===== src/rtl/btb_pkg.sv =====
// Shared BTB definitions: default geometry, 2-bit direction counter and its update rule.
// Latency: n/a (types and functions only). Backpressure: n/a.
package btb_pkg;

  localparam int BTB_ENTRIES = 16;
  localparam int BTB_XLEN    = 32;

  typedef enum logic [1:0] {
    STRONG_NT = 2'b00,
    WEAK_NT   = 2'b01,
    WEAK_T    = 2'b10,
    STRONG_T  = 2'b11
  } ctr_t;

  // Saturating step toward the resolved outcome.
  function automatic ctr_t ctrNext(input ctr_t cur, input logic taken);
    ctr_t nxt;
    nxt = cur;
    case (cur)
      STRONG_NT: nxt = taken ? WEAK_NT  : STRONG_NT;
      WEAK_NT:   nxt = taken ? WEAK_T   : STRONG_NT;
      WEAK_T:    nxt = taken ? STRONG_T : WEAK_NT;
      STRONG_T:  nxt = taken ? STRONG_T : WEAK_T;
      default:   nxt = STRONG_NT;
    endcase
    return nxt;
  endfunction

endpackage


===== src/rtl/module_branch_target_buffer.sv =====
// Direct-mapped branch target buffer with 2-bit direction counters and Execute-side update.
// Latency: lookup is combinational (0 cycles); updates become visible the cycle after the edge.
// Backpressure: none; one lookup and one update are accepted every cycle.
module module_branch_target_buffer
  import btb_pkg::*;
#(
  parameter int ENTRIES = BTB_ENTRIES,
  parameter int XLEN    = BTB_XLEN
) (
  input  logic            clk_i,
  input  logic            rst_i,
  input  logic [XLEN-1:0] pcF_i,
  output logic            hitF_o,
  output logic            predict_takenF_o,
  output logic [XLEN-1:0] predicted_targetF_o,
  input  logic            WE_BTB_i,
  input  logic [XLEN-1:0] pcE_i,
  input  logic            takenE_i,
  input  logic [XLEN-1:0] targetE_i,
  input  logic            predict_takenE_i,
  input  logic [XLEN-1:0] predicted_targetE_i,
  output logic            mispredictE_o
);

  localparam int IDX_W = $clog2(ENTRIES);
  localparam int TAG_W = XLEN - IDX_W - 2;

  logic [ENTRIES-1:0] validQ;
  logic [TAG_W-1:0]   tagQ    [ENTRIES];
  logic [XLEN-1:0]    targetQ [ENTRIES];
  ctr_t               ctrQ    [ENTRIES];

  logic [IDX_W-1:0] idxF, idxE;
  logic [TAG_W-1:0] tagF, tagE;
  logic             hitE;
  logic             unusedPcLowBits;

  assign idxF = pcF_i[IDX_W+1:2];
  assign tagF = pcF_i[XLEN-1:IDX_W+2];
  assign idxE = pcE_i[IDX_W+1:2];
  assign tagE = pcE_i[XLEN-1:IDX_W+2];

  // Byte offset within the instruction word never participates in indexing or tagging.
  assign unusedPcLowBits = ^{pcF_i[1:0], pcE_i[1:0]};

  assign hitF_o              = validQ[idxF] && (tagQ[idxF] == tagF);
  assign predict_takenF_o    = hitF_o && ctrQ[idxF][1];
  assign predicted_targetF_o = predict_takenF_o ? targetQ[idxF] : pcF_i + XLEN'(4);

  assign hitE = validQ[idxE] && (tagQ[idxE] == tagE);

  assign mispredictE_o = WE_BTB_i &&
                         ((takenE_i != predict_takenE_i) ||
                          (takenE_i && predict_takenE_i && (predicted_targetE_i != targetE_i)));

  // Lookup reads the flops directly, so a same-cycle update is only seen after the edge.
  always_ff @(posedge clk_i or negedge rst_i) begin
    if (!rst_i) begin
      validQ <= '0;
      for (int i = 0; i < ENTRIES; i++) begin
        tagQ[i]    <= '0;
        targetQ[i] <= '0;
        ctrQ[i]    <= STRONG_NT;
      end
    end else if (WE_BTB_i) begin
      if (hitE) begin
        ctrQ[idxE] <= ctrNext(ctrQ[idxE], takenE_i);
        if (takenE_i) begin
          targetQ[idxE] <= targetE_i;
        end
      end else if (takenE_i) begin
        validQ[idxE]  <= 1'b1;
        tagQ[idxE]    <= tagE;
        targetQ[idxE] <= targetE_i;
        ctrQ[idxE]    <= WEAK_T;
      end
    end
  end

endmodule


===== config.mk =====
export PLATFORM = sky130hd
export DESIGN_NAME = module_branch_target_buffer
export DESIGN_NICKNAME = d
export VERILOG_FILES = /design/src/rtl/btb_pkg.sv /design/src/rtl/module_branch_target_buffer.sv
export SDC_FILE = /design/constraint.sdc
export NUM_CORES = 2
export LEC_CHECK = 0
export CAP_MARGIN = 20
export CORE_UTILIZATION = 60
export CTS_CLUSTER_DIAMETER = 120
export DETAILED_ROUTE_END_ITERATION = 8
export PLACE_DENSITY_LB_ADDON = 0.05
export SLEW_MARGIN = 10
export SYNTH_ARGS = -nofsm -noshare
export SYNTH_HDL_FRONTEND = slang
export SYNTH_SLANG_ARGS = --single-unit
export TNS_END_PERCENT = 10

===== constraint.sdc =====
create_clock -name clk_i -period 7.1 [get_ports clk_i]
set_input_delay 1.42 -clock clk_i [delete_from_list [all_inputs] [get_ports clk_i]]
set_output_delay 1.42 -clock clk_i [all_outputs]
set_load 0.05 [all_outputs]

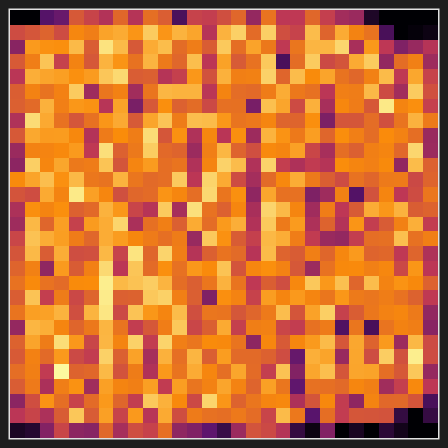
(images/cell_density.png)
29 x 29 tiles, from black (low) to pale yellow (high), 0 to 100% covered.
mean over tiles: 65%
nearly empty tiles: 1.5%
fullest tile: 99%
tiles over 75% full: 30%

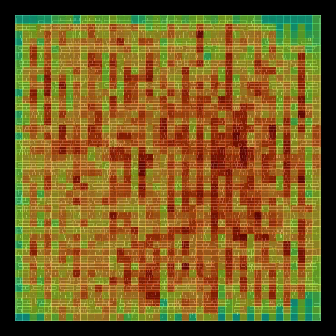
(images/congestion.png)
met3 Use GR: 0.06982
wire length per cell: 32.40 um
Top Usage Layer GRT: met2
GR Util met1: 0.4657
M2 GR Usage: 0.5774

==> flow_summary.ini <==
; implementation run metrics
[status]
status = finished clean

[pwr]
top_power_group = registers
power_mw = 16.16
p_sw_frac = 0.2715
pwr-share-comb = 0.199
p_leak_nw = 24.42
clockPowerShare = 0.348

[cts]
clock_latency_ns = 0.68
numCtsBuffers = 105
cts_buffer_depth = 3
clock-root-buffer = clkbuf_16
clock_sinks = 976
cts_resized = 0

[sta]
fin_crit_sh = 0.9894
whs_ns = 0.4919
fin_crit_ns = 7.025
slew_headroom = 0.1789
finalSetupViolations = 0
fmax_ghz = 0.1424
worst_pin_slew_ns = 1.232

[logic_synthesis]
synth_nets = 3464
yosys.area_share.aoi = 0.02767
synth-simple-area-share = 0.02615
topCombFamilyByArea = multiplexers
top_cells_by_count = 976 x dfrtp_1, 811 x mux2_2, 360 x mux4_2
ys_sh_mux = 0.4044
synth.largest_area_cell = dfrtp_1
yosysChipArea_um2 = 50060
synth-edff-count = 0
xor_area_frac = 0.02257
ys_cells = 3329
yosys.area.top_type_share = 0.4879

[setup_path]
rr_endpoint = tagQ[307]
path_class = input port to primary output
endpoint = predicted_targetF_o[28]
cp_common_cell = buf_4
r2r_setup_slack_ns = 2.57
end_kind = primary output
path_depth = 13

[cells_and_area]
largest_class = flip-flops and latches
flops = 976
fin_area_um2 = 56460
mostFrequentLayoutCell = dfrtp_1
n_clock_buffer = 155
fillCellCount = 5622
instances_no_fill = 4576
largest_reg_flops = 512
lay_top_cells = 976 x dfrtp_1, 811 x mux2_2, 360 x mux4_2
layout.nonclk_buf_frac = 0.04874

[route]
drtAntennaViolNets = 0
dr_wl_met3_um = 10070

[hold_path]
hp-start = validQ[15]
hold_end = validQ[15]

[global_routing]
grt_pass1_wl_um = 221700
antenna_found_initial = 7

[placed_design]
place_congestion = 0.9783
hpwl_um = 91930

[job]
warning_count = 46
maxCapViolCount = 0

[die]
rows = 105
die_area_um2 = 84590
io_pins = 168
Power is estimated from default activity; no workload was simulated.
